$ cat config.mk
export PLATFORM = sky130hd
export DESIGN_NAME = simd_issue_ctrl
export DESIGN_NICKNAME = d
export VERILOG_FILES = /design/src/rtl/simd_pkg.sv /design/src/rtl/simd_wb_mux.sv /design/src/rtl/simd_issue_ctrl.sv
export SDC_FILE = /design/constraint.sdc
export NUM_CORES = 1
export LEC_CHECK = 0
export CORE_AREA = 3 3 113 126
export DETAILED_ROUTE_END_ITERATION = 16
export DIE_AREA = 0 0 116 129
export PLACE_DENSITY = 0.81
export SLEW_MARGIN = 10
export SYNTH_ARGS = -nofsm -noshare
export SYNTH_HDL_FRONTEND = slang
export SYNTH_SLANG_ARGS = --single-unit
$ cat constraint.sdc
create_clock -name clk -period 4.2 [get_ports clk]
set_clock_uncertainty 0.2 [all_clocks]
set_input_delay 0.42 -clock clk [delete_from_list [all_inputs] [get_ports clk]]
set_output_delay 0.42 -clock clk [all_outputs]
set_load 0.02 [all_outputs]
$ cat src/rtl/simd_pkg.sv
// Shared definitions for the SIMD issue controller: opcodes, FSM state
// encoding, default geometry and small opcode classification helpers.
package simd_pkg;

  localparam int DEF_NUM_LANES = 4;
  localparam int DEF_DATA_W    = 16;
  localparam int DEF_ADDR_W    = 5;

  localparam logic [2:0] OP_NOP    = 3'd0;
  localparam logic [2:0] OP_ADD    = 3'd1;
  localparam logic [2:0] OP_SUB    = 3'd2;
  localparam logic [2:0] OP_BITREV = 3'd3;
  localparam logic [2:0] OP_MUL    = 3'd4;
  localparam logic [2:0] OP_LOAD   = 3'd5;

  typedef enum logic [2:0] {
    ST_IDLE = 3'd0,
    ST_RD   = 3'd1,
    ST_EX   = 3'd2,
    ST_WB   = 3'd3,
    ST_DONE = 3'd4
  } state_t;

  // ALU ops go through the register read and execute phases
  function automatic logic op_is_alu(input logic [2:0] op);
    return (op == OP_ADD) || (op == OP_SUB) || (op == OP_BITREV) || (op == OP_MUL);
  endfunction

  // Opcodes 6 and 7 are not defined and retire with an error pulse
  function automatic logic op_is_illegal(input logic [2:0] op);
    return op > OP_LOAD;
  endfunction

endpackage

$ cat src/rtl/simd_wb_mux.sv
// Per-lane write-back selection: either the captured ALU result of each
// lane or the LOAD immediate replicated to every lane. Data and enables are
// only driven during the write-back cycle.
module simd_wb_mux #(
  parameter int NUM_LANES = 4,
  parameter int DATA_W    = 16
) (
  input  logic                          wb_i,
  input  logic                          is_load_i,
  input  logic [DATA_W-1:0]             imm_i,
  input  logic [NUM_LANES*DATA_W-1:0]   res_i,
  input  logic [NUM_LANES-1:0]          mask_i,
  output logic [NUM_LANES*DATA_W-1:0]   wr_data_o,
  output logic [NUM_LANES-1:0]          wr_en_o
);

  // Select per-lane write data; masked-off lanes still carry the value
  always_comb begin
    wr_data_o = '0;
    wr_en_o   = '0;
    if (wb_i) begin
      wr_en_o = mask_i;
      for (int i = 0; i < NUM_LANES; i++) begin
        wr_data_o[i*DATA_W +: DATA_W] = is_load_i ? imm_i : res_i[i*DATA_W +: DATA_W];
      end
    end
  end

endmodule

$ cat src/rtl/simd_issue_ctrl.sv
// Single-issue sequencer for the SIMD lane array. Accepts one instruction
// over valid/ready, steps it through RD -> EX -> WB -> DONE, drives shared
// lane addresses and one-hot ALU enables, and writes results back per lane.
// Optional performance counters are built when SIMD_ISSUE_PERF_EN is defined.
module simd_issue_ctrl
  import simd_pkg::*;
#(
  parameter int NUM_LANES = DEF_NUM_LANES,
  parameter int DATA_W    = DEF_DATA_W,
  parameter int ADDR_W    = DEF_ADDR_W,
  parameter int READ_LAT  = 1
) (
  input  logic                          clk,
  input  logic                          rst,
  input  logic                          in_valid,
  output logic                          in_ready,
  input  logic [2:0]                    in_op,
  input  logic [ADDR_W-1:0]             in_rs1,
  input  logic [ADDR_W-1:0]             in_rs2,
  input  logic [ADDR_W-1:0]             in_rd,
  input  logic [DATA_W-1:0]             in_imm,
  input  logic [NUM_LANES-1:0]          in_mask,
  output logic [ADDR_W-1:0]             rs1,
  output logic [ADDR_W-1:0]             rs2,
  output logic [ADDR_W-1:0]             rd,
  output logic                          rs1_rd_en,
  output logic                          rs2_rd_en,
  output logic                          Radd_en,
  output logic                          Rsub_en,
  output logic                          bitrev_en,
  output logic                          mul_en,
  input  logic [NUM_LANES*DATA_W-1:0]   alu_result,
  output logic [NUM_LANES*DATA_W-1:0]   wr_data,
  output logic [NUM_LANES-1:0]          rd_wr_en,
  output logic                          done,
  output logic                          err
`ifdef SIMD_ISSUE_PERF_EN
  ,
  input  logic                          cnt_clr,
  output logic [31:0]                   retired_cnt,
  output logic [31:0]                   busy_cycles
`endif
);

  localparam int CNT_W = 2;
  localparam logic [CNT_W-1:0] RD_LAST = CNT_W'(READ_LAT - 1);

  state_t                        state_q, state_d;
  logic [CNT_W-1:0]              cnt_q, cnt_d;
  logic [2:0]                    op_q;
  logic [ADDR_W-1:0]             rs1_q, rs2_q, rd_q;
  logic [DATA_W-1:0]             imm_q;
  logic [NUM_LANES-1:0]          mask_q;
  logic [NUM_LANES*DATA_W-1:0]   res_q;
  logic                          accept;
  logic                          rd_phase;
  logic                          busy;

  assign accept   = in_valid && in_ready;
  assign busy     = (state_q != ST_IDLE);
  assign rd_phase = (state_q == ST_RD) || (state_q == ST_EX);

  // FSM state and read-latency counter registers
  always_ff @(posedge clk or negedge rst) begin
    if (!rst) begin
      state_q <= ST_IDLE;
      cnt_q   <= '0;
    end else begin
      state_q <= state_d;
      cnt_q   <= cnt_d;
    end
  end

  // Next-state logic; RD is held READ_LAT cycles before execute
  always_comb begin
    state_d = state_q;
    cnt_d   = cnt_q;
    unique case (state_q)
      ST_IDLE: begin
        if (in_valid) begin
          cnt_d = '0;
          if (op_is_alu(in_op))     state_d = ST_RD;
          else if (in_op == OP_LOAD) state_d = ST_WB;
          else                       state_d = ST_DONE;
        end
      end
      ST_RD: begin
        if (cnt_q == RD_LAST) state_d = ST_EX;
        else                  cnt_d   = cnt_q + 1'b1;
      end
      ST_EX:   state_d = ST_WB;
      ST_WB:   state_d = ST_DONE;
      ST_DONE: state_d = ST_IDLE;
      default: state_d = ST_IDLE;
    endcase
  end

  // Latch the instruction fields on acceptance
  always_ff @(posedge clk or negedge rst) begin
    if (!rst) begin
      op_q   <= OP_NOP;
      rs1_q  <= '0;
      rs2_q  <= '0;
      rd_q   <= '0;
      imm_q  <= '0;
      mask_q <= '0;
    end else if (accept) begin
      op_q   <= in_op;
      rs1_q  <= in_rs1;
      rs2_q  <= in_rs2;
      rd_q   <= in_rd;
      imm_q  <= in_imm;
      mask_q <= in_mask;
    end
  end

  // Capture every lane's ALU result at the end of the execute cycle
  always_ff @(posedge clk or negedge rst) begin
    if (!rst) begin
      res_q <= '0;
    end else if (state_q == ST_EX) begin
      res_q <= alu_result;
    end
  end

  // Lane control outputs decoded from state and latched opcode
  always_comb begin
    in_ready  = (state_q == ST_IDLE);
    rs1       = busy ? rs1_q : '0;
    rs2       = busy ? rs2_q : '0;
    rd        = busy ? rd_q  : '0;
    rs1_rd_en = rd_phase;
    rs2_rd_en = rd_phase;
    Radd_en   = rd_phase && (op_q == OP_ADD);
    Rsub_en   = rd_phase && (op_q == OP_SUB);
    bitrev_en = rd_phase && (op_q == OP_BITREV);
    mul_en    = rd_phase && (op_q == OP_MUL);
    done      = (state_q == ST_DONE);
    err       = (state_q == ST_DONE) && op_is_illegal(op_q);
  end

  simd_wb_mux #(
    .NUM_LANES (NUM_LANES),
    .DATA_W    (DATA_W)
  ) u_wb_mux (
    .wb_i      (state_q == ST_WB),
    .is_load_i (op_q == OP_LOAD),
    .imm_i     (imm_q),
    .res_i     (res_q),
    .mask_i    (mask_q),
    .wr_data_o (wr_data),
    .wr_en_o   (rd_wr_en)
  );

`ifdef SIMD_ISSUE_PERF_EN
  logic [31:0] retired_q, busy_cyc_q;

  // Retire and busy-cycle counters; clear wins over increment, both wrap
  always_ff @(posedge clk or negedge rst) begin
    if (!rst) begin
      retired_q  <= '0;
      busy_cyc_q <= '0;
    end else if (cnt_clr) begin
      retired_q  <= '0;
      busy_cyc_q <= '0;
    end else begin
      if (done) retired_q  <= retired_q + 32'd1;
      if (busy) busy_cyc_q <= busy_cyc_q + 32'd1;
    end
  end

  assign retired_cnt = retired_q;
  assign busy_cycles = busy_cyc_q;
`endif

endmodule

### Placed cells, one color a class

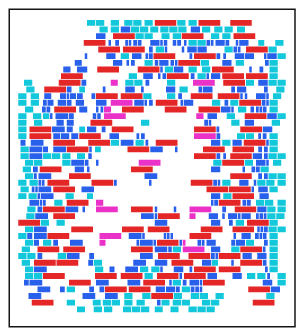
legend:
  magenta:
    class: clock drivers and dummy loads
    cells: 16
  red:
    class: sequential cells
    cells: 107
  cyan:
    class: remaining buffers and delay cells
    cells: 203
  blue:
    class: remaining logic cells
    cells: 304
Seq/total area: 0.359
Layout Utilization: 0.569

### Routing congestion map

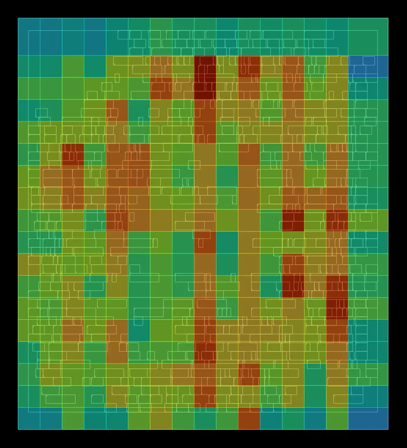
grt met1 use: 0.250
wire per inst: 19.2 um
routing usage on met2: 0.333
most used routing layer: met2
GRT Total Usage: 0.197

==> results.ini <==
[cts]
cts-resized-gates=0
cts_inserted_buffers=9
cts_root_buf=clkbuf_16
cts_buffer_depth=2
htreeDepth=3
clock-sinks=107
clk_latency_ns=0.33
post_cts.repair.setup_buffers=0
clkTransAtPathRegs_ns=0.07
hold_buffers=1

[final_timing]
fin_crit_ns=3.32
rsz0062_at_grt=no
finalMaxSlewViolations=0
final-hold-violation-count=0
max_slew_margin=0.290
setup_viol=0
finalClockPeriodUsage=0.791
tightest_slew_ns=1.06
setup_ws_ns=0.878
fin_tns_setup_ns=0
whs_ns=0.305
fmax_ghz=0.301

[yosys]
topCellsByArea=dfrtp_1 (52%), mux2_2 (14%), mux2_4 (11%)
largest_area_cell=dfrtp_1
logic_family=multiplexers
edf_count=0
aoi_share=0.0707
async_flop_share=1.00
synthMuxAreaShare=0.250
synthCells=443
yosysUniqueCellTypes=33
netlist_area_um2=5150
synth.most_common_cell=dfrtp_1
ys_sh_adder=0.00243
syn-num-nets=549
ys_cells=443
synth.top_cell.area_share=0.520
yosys_warnings=0
yosys.stat.seqShare=0.520
top_cells_by_count=dfrtp_1 (107), nand2_1 (81), a21oi_1 (65), mux2_2 (65), mux2_4 (37)
ff_type=dfrtp_1
syn_area_per_cell_um2=11.6
yosys_area_um2=5150
ys_sh_simple=0.110
xor_share=0.00170
ys.flops=107

[cells_and_area]
mi_logic_area_um2=2250
clk_share=0.0374
inverters=8
nonClkBufAreaFrac=0.270
nClkBuffers=10
top_regs=res_q (64), imm_q (16)
n_antenna_cell=0
drive_above_1_share=0.203
design.seq.count=107
dominant_cells=flip-flops and latches
nets=731
fin_cells=791
layout_top_cells=clkdlybuf4s50_1 (195), dfrtp_1 (107), nand2_1 (81), a21oi_1 (65), mux2_2 (65)
n_all_buffers=203
syn2layout_area_growth_pct=44.6
multiInputCombCellCount=296
top_register=res_q
final_cell_area_um2=7450
fillCellCount=1122
comb_share=0.302
lay_top_count=clkdlybuf4s50_1
ff_latch_area_um2=2680
largest_reg_flops=64

[die]
die_h_um=129
pin_count=197
initial_core_util=0.393
chipArea_um2=15000
core-area_um2=13100
die_w_um=116
tap-cell-count=161
core.rowCount=44

[routing]
wl_met1_um=6150
ant_nets=0
drt-initial-drc-count=236
wl_met3_um=1200
dr.pass1.iters=4
highest_layer=met5
avgViaCountPerCell=5.15
drcViolationCount=0
wl_met2_um=7530

[power]
seq_power_share=0.327
p_sw_frac=0.382
p_leak_uw=0.00322
ir_drop_uv=448
pg_clk_uw=804
p_comb_frac=0.534
top_power_group=combinational cells
power.density_nw_per_um2=776
clockPowerShare=0.139
p_int_uw=3570
p_sw_uw=2210
pg_comb_uw=3090
finalPower_uw=5780
sequentialPower_uw=1890

[critical_path]
cp_data_arrival_time_ns=2.70
end_kind=primary output
slowest_stage=clkdlybuf4s50_1
path_buffers=1
critPathKind=reg -> out
crit_end=wr_data[36]
worstSetupStartpointType=register
slowest_delay_ns=0.65
rrSetupSlack_ns=1.79
critical_path.top_delay_family=simple AND/OR/NAND/NOR gates
reg2reg_to=rs2_q[4]$_DFFE_PN0P_
reg2regPathDepth=3
reg2reg_from=state_q[0]$_DFFE_PN0P_
path_cells=and3b_1, nand2_1, a21oi_1, clkdlybuf4s50_1
critPathMaxFanout=16
startpoint=op_q[1]$_DFFE_PN0P_
cp.required_ns=3.58
cp.depth=4

[placement]
post-place-ws_ns=1.21
placed_area_um2=7160
placedCellCount=774
gp_congestion=0.853
portBuffers=196
dp_hpwl_um=10800

[min_path]
min_to=rd_q[1]$_DFFE_PN0P_
hold_depth=1
hold_path_class=reg -> reg
hold_start=rd_q[1]$_DFFE_PN0P_

[flow_run]
maxCapViolCount=0
warning_count=26

[outcome]
status=finished clean

[grt]
grt_max_degree=65
grt_pass1_vias=4230
met3_usage=0.0405
overflow=0
grt_pass1_wl_um=22500
antenna_found_initial=1

### Metal layers overlaid

Two of the layers only.
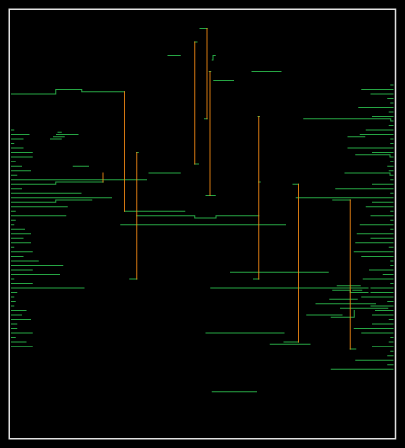
legend:
  orange:
    layer: M4
    wire_length: 320 um
  green:
    layer: M3
    wire_length: 1200 um
via count: 4070
Routed WL: 15200 um

